### config.mk
export PLATFORM = sky130hd
export DESIGN_NAME = linebuffer_window_ctrl
export DESIGN_NICKNAME = d
export VERILOG_FILES = /design/src/rtl/linebuffer_pkg.sv /design/src/rtl/pixel_pos_counter.sv /design/src/rtl/linebuffer_window_ctrl.sv
export SDC_FILE = /design/constraint.sdc
export NUM_CORES = 1
export LEC_CHECK = 0
export CAP_MARGIN = 40
export CORE_UTILIZATION = 30
export CTS_BUF_LIST = sky130_fd_sc_hd__clkbuf_8
export CTS_CLUSTER_SIZE = 28
export DETAILED_ROUTE_END_ITERATION = 8
export PLACE_DENSITY_LB_ADDON = 0.3
export SLEW_MARGIN = 20
export SYNTH_ARGS = -nofsm -noshare
export SYNTH_HDL_FRONTEND = slang
export SYNTH_HIERARCHICAL = 1
export SYNTH_SLANG_ARGS = --single-unit
### constraint.sdc
create_clock -name clk -period 2.1 [get_ports clk]
set_input_delay 0.42 -clock clk [delete_from_list [all_inputs] [get_ports clk]]
set_output_delay 0.42 -clock clk [all_outputs]
set_load 0.02 [all_outputs]
### src/rtl/linebuffer_pkg.sv
// ---------------------------------------------------------------------------
// linebuffer_pkg : shared state encoding and window geometry for the
//                  line-buffer window sequencer.   Rev 1.0
// ---------------------------------------------------------------------------
`default_nettype none

package linebuffer_pkg;

  typedef enum logic [2:0] {
    IDLE   = 3'd0,
    RESYNC = 3'd1,
    FILL   = 3'd2,
    ACTIVE = 3'd3,
    DONE   = 3'd4
  } lb_state_e;

  localparam int WIN_SIZE  = 3;
  localparam int FILL_ROWS = WIN_SIZE - 1;

endpackage

`default_nettype wire

### src/rtl/pixel_pos_counter.sv
// ---------------------------------------------------------------------------
// pixel_pos_counter : column/row position counter with clear, wrap and
//                     end-of-line / last-pixel flags.   Rev 1.0
// ---------------------------------------------------------------------------
`default_nettype none

module pixel_pos_counter #(
  parameter  int IMG_W = 320,
  parameter  int IMG_H = 240,
  localparam int CW    = $clog2(IMG_W),
  localparam int RW    = $clog2(IMG_H)
) (
  input  logic          clk,
  input  logic          rst,
  input  logic          en,
  input  logic          clr,
  output logic [CW-1:0] col,
  output logic [RW-1:0] row,
  output logic          line_end,
  output logic          last
);

  assign line_end = (col == CW'(IMG_W - 1));
  assign last     = line_end && (row == RW'(IMG_H - 1));

  // The final pixel wraps both counters so the idle frame reads (0,0).
  always_ff @(posedge clk or posedge rst) begin
    if (rst) begin
      col <= '0;
      row <= '0;
    end else if (clr) begin
      col <= '0;
      row <= '0;
    end else if (en) begin
      if (line_end) begin
        col <= '0;
        row <= (row == RW'(IMG_H - 1)) ? '0 : row + RW'(1);
      end else begin
        col <= col + CW'(1);
      end
    end
  end

endmodule

`default_nettype wire

### src/rtl/linebuffer_window_ctrl.sv
// ---------------------------------------------------------------------------
// linebuffer_window_ctrl : sequences two cascaded line buffers and flags
//                          complete 3x3 windows with their centre.   Rev 1.0
// ---------------------------------------------------------------------------
`default_nettype none

module linebuffer_window_ctrl
  import linebuffer_pkg::*;
#(
  parameter  int IMG_W = 320,
  parameter  int IMG_H = 240,
  localparam int CW    = $clog2(IMG_W),
  localparam int RW    = $clog2(IMG_H)
) (
  input  logic          clk,
  input  logic          rst,
  input  logic          frame_start,
  input  logic          pix_valid,
  output logic          lb_fsync,
  output logic          lb_rsync,
  output logic [CW-1:0] col,
  output logic [RW-1:0] row,
  output logic          win_valid,
  output logic [CW-1:0] cen_col,
  output logic [RW-1:0] cen_row,
  output logic          frame_done,
  output logic          busy
);

  lb_state_e r_state;
  lb_state_e w_next;
  logic      w_accept;
  logic      w_clr;
  logic      w_line_end;
  logic      w_last;
  logic      w_win_hit;

  pixel_pos_counter #(
    .IMG_W (IMG_W),
    .IMG_H (IMG_H)
  ) u_pos (
    .clk      (clk),
    .rst      (rst),
    .en       (w_accept),
    .clr      (w_clr),
    .col      (col),
    .row      (row),
    .line_end (w_line_end),
    .last     (w_last)
  );

  always_ff @(posedge clk or posedge rst) begin
    if (rst) r_state <= IDLE;
    else     r_state <= w_next;
  end

  always_comb begin
    w_next     = r_state;
    lb_fsync   = 1'b0;
    lb_rsync   = 1'b0;
    frame_done = 1'b0;
    w_accept   = 1'b0;
    w_clr      = 1'b0;
    case (r_state)
      IDLE: begin
        if (frame_start) begin
          w_next = FILL;
          w_clr  = 1'b1;
        end
      end
      RESYNC: begin
        w_clr  = 1'b1;
        w_next = FILL;
      end
      FILL, ACTIVE: begin
        lb_fsync = 1'b1;
        if (frame_start) begin
          w_next = RESYNC;
          w_clr  = 1'b1;
        end else if (pix_valid) begin
          w_accept = 1'b1;
          lb_rsync = 1'b1;
          // Two full rows must sit in the buffers before any window exists.
          if (r_state == FILL && w_line_end && row == RW'(FILL_ROWS - 1))
            w_next = ACTIVE;
          if (r_state == ACTIVE && w_last)
            w_next = DONE;
        end
      end
      DONE: begin
        lb_fsync   = 1'b1;
        frame_done = 1'b1;
        if (frame_start) begin
          w_next = RESYNC;
          w_clr  = 1'b1;
        end else begin
          w_next = IDLE;
        end
      end
      default: w_next = IDLE;
    endcase
  end

  assign busy      = (r_state != IDLE);
  assign w_win_hit = w_accept && (row >= RW'(FILL_ROWS)) && (col >= CW'(WIN_SIZE - 1));

  // Buffer read data is registered, so the window trails the accept by one cycle.
  always_ff @(posedge clk or posedge rst) begin
    if (rst) begin
      win_valid <= 1'b0;
      cen_col   <= '0;
      cen_row   <= '0;
    end else begin
      win_valid <= w_win_hit;
      if (w_win_hit) begin
        cen_col <= col - CW'(1);
        cen_row <= row - RW'(1);
      end
    end
  end

endmodule

`default_nettype wire

==> results.sh <==
# implementation run metrics
export IMPL_status="finished with violations"
export IMPL_root_buffer="clkbuf_8"
export IMPL_area_growth_pct=39.7
export IMPL_seq_power_share_pct=48.8
export IMPL_yosys_most_used_dff="dfrtp_1"
export IMPL_peakVddDrop_mv=0.229
export IMPL_coreArea_sq_mm=0.00691
export IMPL_layout_setup_ws_ns=-0.0571
export IMPL_numCtsBuffers=5
export IMPL_combPwrFrac_pct=11.9
export IMPL_finalHoldViolCount=0
export IMPL_powerComb_uw=184
export IMPL_cts_hold_buffers=0
export IMPL_rsz0062_at_grt="yes"
export IMPL_cp_slowest_cell="or4_4"
export IMPL_required_ns=2.28
export IMPL_post_cts_setup_buffer_count=1
export IMPL_core_rowCount=30
export IMPL_gr_total_overflow=0
export IMPL_die_w_microns=87.2
export IMPL_top_area_share_pct=43.7
export IMPL_clock_skew_ns=0.00425
export IMPL_final_setup_viol_count=15
export IMPL_cts_buffer_depth=2
export IMPL_layout_drive_gt1_share_pct=23.3
export IMPL_fp_nets=219
export IMPL_violations="setup timing"
export IMPL_largest_area_cell="dfrtp_1"
export IMPL_intPower_mw=1.17
export IMPL_cp_end_kind="flip-flop"
export IMPL_cp_arrival_ns=2.33
export IMPL_xor_area_share_pct=7.24
flip-flops by register name, indices dropped and copies added (netlist names):
name       count
u_pos/row      8
r_state        3
cen_row        8
win_valid      1
cen_col        9
u_pos/col      9
final timing paths:
kind,from,slack (ns),cells after the start,endpoint
max reg2reg,u_pos/row[5],-0.06,5,cen_col[6]
min reg2reg,cen_row[4],0.51,1,cen_row[4]
max in group asynchronous,rst,1.40,3,r_state[2]
max,u_pos/row[5],-0.06,5,cen_col[6]
min,rst,0.48,3,u_pos/row[7]
min in group clk,cen_row[4],0.51,1,cen_row[4]
through the flow:
stage,worst slack [ns],std cells,cell area (sq um),util [%],setup TNS [ns]
6_report,-0.0571,379,3040,44.1,-0.558
5_1_grt,-0.101,379,3040,44.1,-1.24
4_1_cts,-0.0649,379,3040,44.0,-0.690
3_5_place_dp,-0.134,370,2920,42.3,-1.39
3_3_place_gp,-0.108,370,2920,42.3,-1.33
2_1_floorplan,-0.214,208,2190,-,-1.79
layer usage:
metal	share of wire [%]	vias to the layer above	routed length [microns]	GRT usage, %
li1	-	885	-	-
met1	49	859	2480	20.2
met2	46	34	2350	22.6
met3	4.2	6	213	3.89
met4	0.92	0	47	4.17
met5	0	-	0	0
layout make-up:
| type | instances | area [sq um] |
|---|---|---|
| multi-input combinational | 146 | 1110 |
| timing repair buffer | 76 | 691 |
| tap | 96 | 120 |
| fill | 691 | 3860 |
| clock inverter | 3 | 40.0 |
| sequential | 38 | 955 |
| clock buffer | 5 | 68.8 |
| inverter | 15 | 56.3 |
critical path: cells and delay by family, from the launching register on:
family | cells | cell delay [ns]
and+or+nand+nor | 2 | 0.84
DFF | 1 | 0.40
AOI/OAI and AO/OA | 1 | 0.33
buffers and inverters | 1 | 0.17
muxes | 1 | 0.29
m1.png
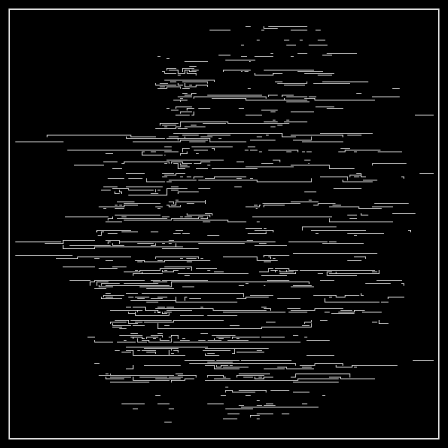
nets with wire on the layer: 259
longest straight run: 31.7 microns
main direction: horizontal
share of all routed wire: 49%
final WL: 5090 microns
met1 Track Usage GR: 20.2%
via count: 1784

m2.png
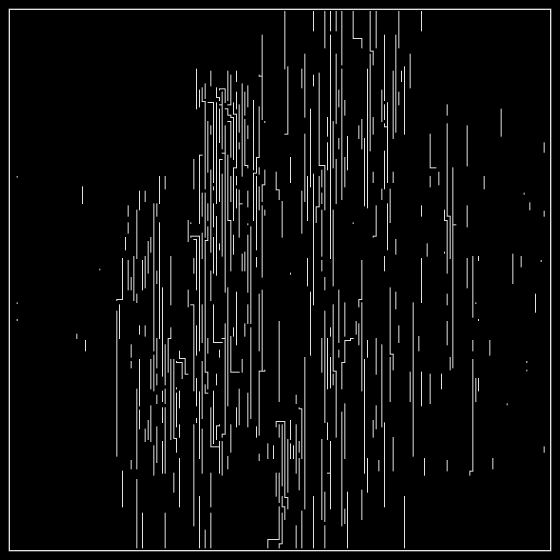
main direction: vertical
wire length on this layer: 2350 microns
share of all routed wire: 46%
nets with wire on the layer: 242
met2 GRT Util: 22.6%

m3.png
Bar = 20 microns.
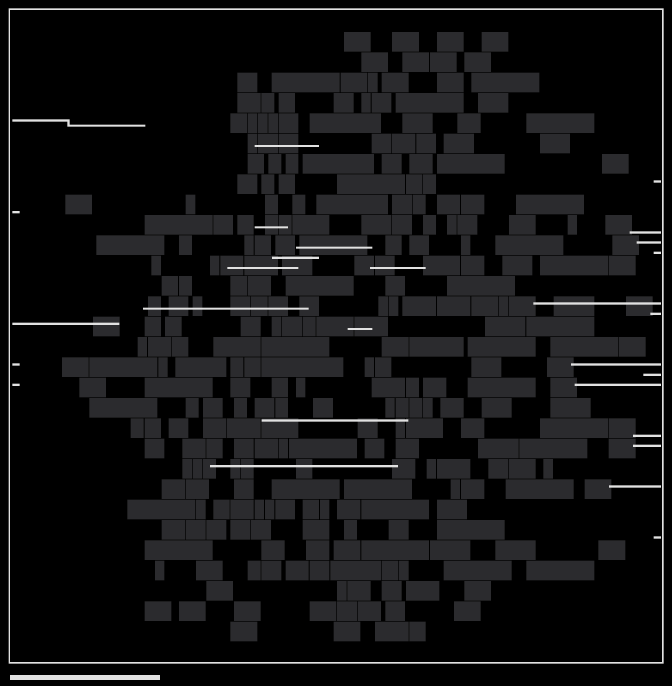
longest straight run: 24.8 microns
nets with wire on the layer: 24
share of all routed wire: 4.2%
wire length on this layer: 213 microns
main direction: horizontal

